## src/rtl/alu_arb_pkg.sv

```systemverilog
// Shared types and defaults for the ALU arbiter: FSM state encoding,
// default parameters and the pointer-width helper.
package alu_arb_pkg;

    typedef enum logic [1:0] {
        IDLE,
        ISSUE,
        WAIT,
        RESP
    } state_t;

    localparam int DEF_NUM_REQ = 4;
    localparam int DEF_WIDTH   = 8;
    localparam int DEF_OP_W    = 4;
    localparam int DEF_TIMEOUT = 16;

    function automatic int ptr_w(input int n);
        return (n > 1) ? $clog2(n) : 1;
    endfunction

endpackage

```

## src/rtl/alu_arbiter_rr.sv

```systemverilog
// Combinational round-robin picker: the first requester at or after ptr
// (wrapping) wins; outputs a one-hot grant and the winner index.
module rr_arbiter #(
    parameter int NUM_REQ = 4,
    parameter int PTR_W   = 2
) (
    input  logic [NUM_REQ-1:0] req,
    input  logic [PTR_W-1:0]   ptr,
    output logic [NUM_REQ-1:0] grant,
    output logic [PTR_W-1:0]   idx
);

    logic found;

    // NOTE: every signal written here gets a default first, so no path leaves it unassigned and no latch is inferred.
    always_comb begin
        grant = '0;
        idx   = '0;
        found = 1'b0;
        for (int k = 0; k < NUM_REQ; k++) begin
            for (int i = 0; i < NUM_REQ; i++) begin
                if (!found && req[i] && ((int'(ptr) + k) % NUM_REQ) == i) begin
                    found    = 1'b1;
                    grant[i] = 1'b1;
                    idx      = PTR_W'(i);
                end
            end
        end
    end

endmodule

```

## src/rtl/alu_arbiter.sv

```systemverilog
// Shares one ALU among NUM_REQ requesters: round-robin accept, one-cycle
// launch, watchdog-guarded wait for alu_done, per-owner response handshake.
module alu_arbiter
    import alu_arb_pkg::*;
#(
    parameter int NUM_REQ = DEF_NUM_REQ,
    parameter int WIDTH   = DEF_WIDTH,
    parameter int OP_W    = DEF_OP_W,
    parameter int TIMEOUT = DEF_TIMEOUT
) (
    input  logic                     clk,
    input  logic                     rst,
    input  logic [NUM_REQ-1:0]       req_valid,
    output logic [NUM_REQ-1:0]       req_ready,
    input  logic [NUM_REQ*OP_W-1:0]  req_op,
    input  logic [NUM_REQ*WIDTH-1:0] req_a,
    input  logic [NUM_REQ*WIDTH-1:0] req_b,
    output logic [NUM_REQ-1:0]       resp_valid,
    input  logic [NUM_REQ-1:0]       resp_ready,
    output logic [WIDTH-1:0]         resp_data,
    output logic                     resp_err,
    output logic                     alu_start,
    output logic [OP_W-1:0]          alu_op,
    output logic [WIDTH-1:0]         alu_a,
    output logic [WIDTH-1:0]         alu_b,
    input  logic                     alu_done,
    input  logic [WIDTH-1:0]         alu_result,
    output logic                     busy
);

    localparam int PTR_W = ptr_w(NUM_REQ);
    localparam int WD_W  = $clog2(TIMEOUT + 1);

    state_t             state;
    logic [PTR_W-1:0]   ptr;
    logic [PTR_W-1:0]   owner;
    logic [PTR_W-1:0]   win_idx;
    logic [PTR_W-1:0]   next_ptr;
    logic [NUM_REQ-1:0] grant;
    logic [WD_W-1:0]    wd_cnt;
    logic [WIDTH-1:0]   data;
    logic               err;
    logic               resp_fire;
    logic [OP_W-1:0]    sel_op;
    logic [WIDTH-1:0]   sel_a;
    logic [WIDTH-1:0]   sel_b;

    rr_arbiter #(
        .NUM_REQ(NUM_REQ),
        .PTR_W  (PTR_W)
    ) u_rr (
        .req  (req_valid),
        .ptr  (ptr),
        .grant(grant),
        .idx  (win_idx)
    );

    assign req_ready = (state == IDLE) ? grant : '0;
    assign busy      = (state != IDLE);
    assign resp_data = data;
    assign resp_err  = err;
    assign resp_fire = |(resp_valid & resp_ready);
    assign next_ptr  = (owner == PTR_W'(NUM_REQ - 1)) ? '0 : owner + PTR_W'(1);

    // Operand mux driven by the one-hot grant, so no variable part-selects are needed.
    always_comb begin
        sel_op = '0;
        sel_a  = '0;
        sel_b  = '0;
        for (int i = 0; i < NUM_REQ; i++) begin
            if (grant[i]) begin
                sel_op = req_op[i*OP_W +: OP_W];
                sel_a  = req_a[i*WIDTH +: WIDTH];
                sel_b  = req_b[i*WIDTH +: WIDTH];
            end
        end
    end

    always_comb begin
        resp_valid = '0;
        for (int i = 0; i < NUM_REQ; i++) begin
            if (state == RESP && owner == PTR_W'(i)) resp_valid[i] = 1'b1;
        end
    end

    // NOTE: state is updated with non-blocking assignments so every branch reads the pre-edge values.
    always_ff @(posedge clk) begin
        if (rst) begin
            state     <= IDLE;
            ptr       <= '0;
            owner     <= '0;
            alu_start <= 1'b0;
            alu_op    <= '0;
            alu_a     <= '0;
            alu_b     <= '0;
            wd_cnt    <= '0;
            data      <= '0;
            err       <= 1'b0;
        end else begin
            alu_start <= 1'b0;
            unique case (state)
                IDLE: begin
                    if (|grant) begin
                        owner     <= win_idx;
                        alu_op    <= sel_op;
                        alu_a     <= sel_a;
                        alu_b     <= sel_b;
                        alu_start <= 1'b1;
                        state     <= ISSUE;
                    end
                end
                ISSUE: begin
                    wd_cnt <= '0;
                    state  <= WAIT;
                end
                WAIT: begin
                    wd_cnt <= wd_cnt + WD_W'(1);
                    // A result arriving on the last watchdog cycle still counts as success.
                    if (alu_done) begin
                        data  <= alu_result;
                        err   <= 1'b0;
                        state <= RESP;
                    end else if (wd_cnt == WD_W'(TIMEOUT - 1)) begin
                        data  <= '0;
                        err   <= 1'b1;
                        state <= RESP;
                    end
                end
                RESP: begin
                    if (resp_fire) begin
                        ptr   <= next_ptr;
                        state <= IDLE;
                    end
                end
                default: state <= IDLE;
            endcase
        end
    end

endmodule

```

## config.mk

```make
export PLATFORM = sky130hd
export DESIGN_NAME = alu_arbiter
export DESIGN_NICKNAME = d
export VERILOG_FILES = /design/src/rtl/alu_arb_pkg.sv /design/src/rtl/alu_arbiter_rr.sv /design/src/rtl/alu_arbiter.sv
export SDC_FILE = /design/constraint.sdc
export NUM_CORES = 1
export LEC_CHECK = 0
export CORE_MARGIN = 2
export CORE_UTILIZATION = 35
export CTS_CLUSTER_SIZE = 10
export DETAILED_ROUTE_END_ITERATION = 6
export PLACE_DENSITY = 0.78
export SYNTH_ARGS = -nofsm -noshare
export SYNTH_HDL_FRONTEND = slang
export SYNTH_SLANG_ARGS = --single-unit
```

## constraint.sdc

```tcl
create_clock -name clk -period 1.7 [get_ports clk]
set_clock_uncertainty 0.15 [all_clocks]
set_input_delay 0.34 -clock clk [delete_from_list [all_inputs] [get_ports clk]]
set_output_delay 0.34 -clock clk [all_outputs]
set_load 0.01 [all_outputs]
```

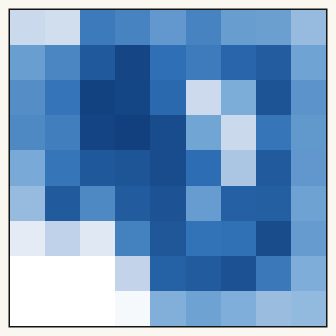
*Local utilization*
9 x 9 tiles, from white (low) to dark blue (high), 0 to 100% covered.
32% of the tiles are over 75% full. The fullest tile reaches 94%. The mean over all tiles is 58%. The emptiest ninth of the die: south-west.

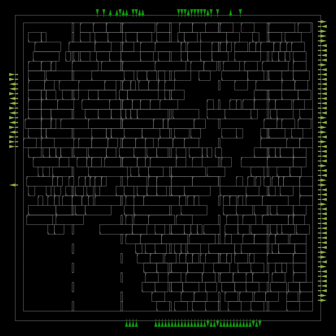
*Placement view*
FILL cells: 509
flop share of the area: 18.9%
Non-Filler Instances: 516
FP Rows: 30
final core occ: 66.6%

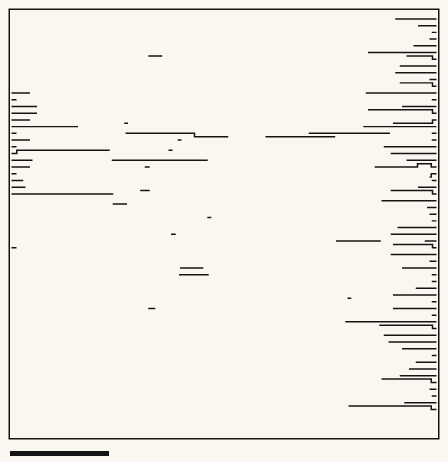
*Signal wires on met3*
Bar = 20 µm.
The layer holds 6.7% of the routed length. The layer carries 559 µm of wire. The longest straight run is 20.2 µm. 85 nets have wire on it.

==> impl_metrics.tcl <==
# place-and-route summary
set metrics [dict create \
    most_common_cell "dfxtp_1" \
    peakVddDrop_mv 0.577 \
    firstDrtPassIters 4 \
    placed_area_um2 4030 \
    ys_area_um2 2380 \
    grt_start_max_net_pins 22 \
    syn_to_final_growth_pct 87.0 \
    finalInstanceArea_um2 4450 \
    hold_path_depth 2 \
    r2r_start "owner[0]" \
    dieHeight_um 86.5 \
    largest_class "non-clock buffers" \
    grt_pass1_wl_um 12700 \
    nonClkBufAreaFrac_pct 39.8 \
    path_class "flop to primary output" \
    crit_required_ns 1.21 \
    grt_pass1_vias 2706 \
    drtAntennaViolNets 0 \
    wl_per_cell_um 16.2 \
    startpoint_type "flop" \
    relSlewSlack_pct 82.1 \
    routed_wl_um 8330 \
    hold_ws_ns 0.294 \
    status "finished with violations" \
    ys.flops 41 \
    yosys-top-cells-area "dfxtp_1 (34%), a211oi_2 (9.5%), a22o_1 (7.7%), ha_1 (5.3%), o21ai_0 (4.4%)" \
    ys_warn_count 0 \
    finalSetupViolCount 27 \
    hpwl_um 5940 \
    top_area_cell "dfxtp_1" \
    dieArea_um2 7480 \
    finalWorstSetupSlack_ns -0.161 \
    warnings 35 \
    ff_count 41 \
    cts_buffers 5 \
    num-nets-final 545 \
    fin_setup_tns_ns -1.33 \
    drt_iter0_drc 72 \
    buffers 179 \
    report.final.slew_viol_count 0 \
    tightest_slew_ns 0.269 \
    ys_async_sr_fraction_pct 0 \
    rsz0062_at_grt "yes" \
    initial_core_util_pct 35.6 \
    setup.worst_path.start "ptr[0]" \
    dr_total_vias 2685 \
    p_per_area_nw_per_um2 1030 \
    insertion_delay_ns 0.29 \
    final_cell_mix "clkdlybuf4s50_1 (110), dfxtp_1 (33), buf_4 (32)" \
    antenna_found_initial 0 \
    layout_top_cell "clkdlybuf4s50_1" \
    r2r_cells 7 \
    worstPathMaxFanout 5 \
    vias_per_cell 5.20 \
    synth_area_per_cell_um2 8.78 \
    max_freq_ghz 0.537 \
    comb-cell-share_pct 35.6 \
    violations "setup timing" \
    die_w_um 86.5 \
    tritoncts "built" \
    drc_errors 0 \
    gr-total-overflow 0 \
]
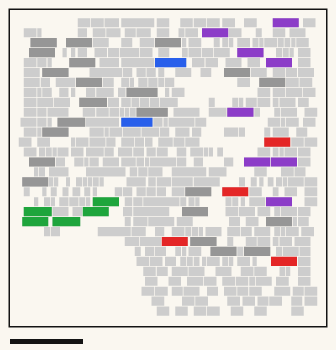
*Where the registers sit*
Bar = 20 µm. Other sequential cells in the stronger grey, the rest of the logic in the fainter grey.
Key: blue = owner [sequential cells 2]; red = alu_op [sequential cells 4]; green = wd_cnt [sequential cells 5]; purple = alu_b [sequential cells 8]

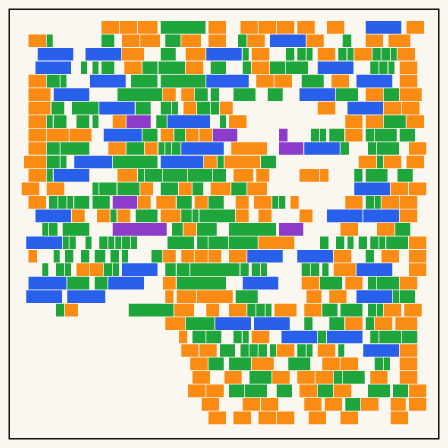
*Cell classes on the final placement*
Key: purple = clock drivers and dummy loads [cells 7]; orange = remaining buffers and delay cells [cells 179]; blue = sequential cells [cells 41]; green = combinational and other logic [cells 209]

==> repair_timing <==
item,CTS,global route
setup endpoints to repair,46,53
buffers inserted,5,2
pin swaps,16,13
resized,103,33
cloned,0,0
==> worst min-delay path: cells and delay by family (launching register included) <==
kind	cells	cell delay (ns)
simple gates	1	0.04
compound gates	1	0.05
flops	1	0.31
==> layer usage <==
layer	vias to the layer above	track usage, %	part of all wire, %
met2	97	40.0	52
met4	0	5.68	1.7
li1	1322	-	-
met5	-	0	0
met3	17	4.38	6.7
met1	1249	24.0	40
==> power by group <==
group | switching, µW | internal [µW]
sequential | 153 | 1200
combinational | 1140 | 1360
clock | 332 | 427
==> cells by family after synthesis <==
logic type,share of synthesized area [%]
flops,34.5
simple gates,14.0
mux,0.841
buf+inv,7.62
compound gates,37.8
fa+ha+maj,5.26
No activity file was given, so power comes from the tool's default toggle rates.
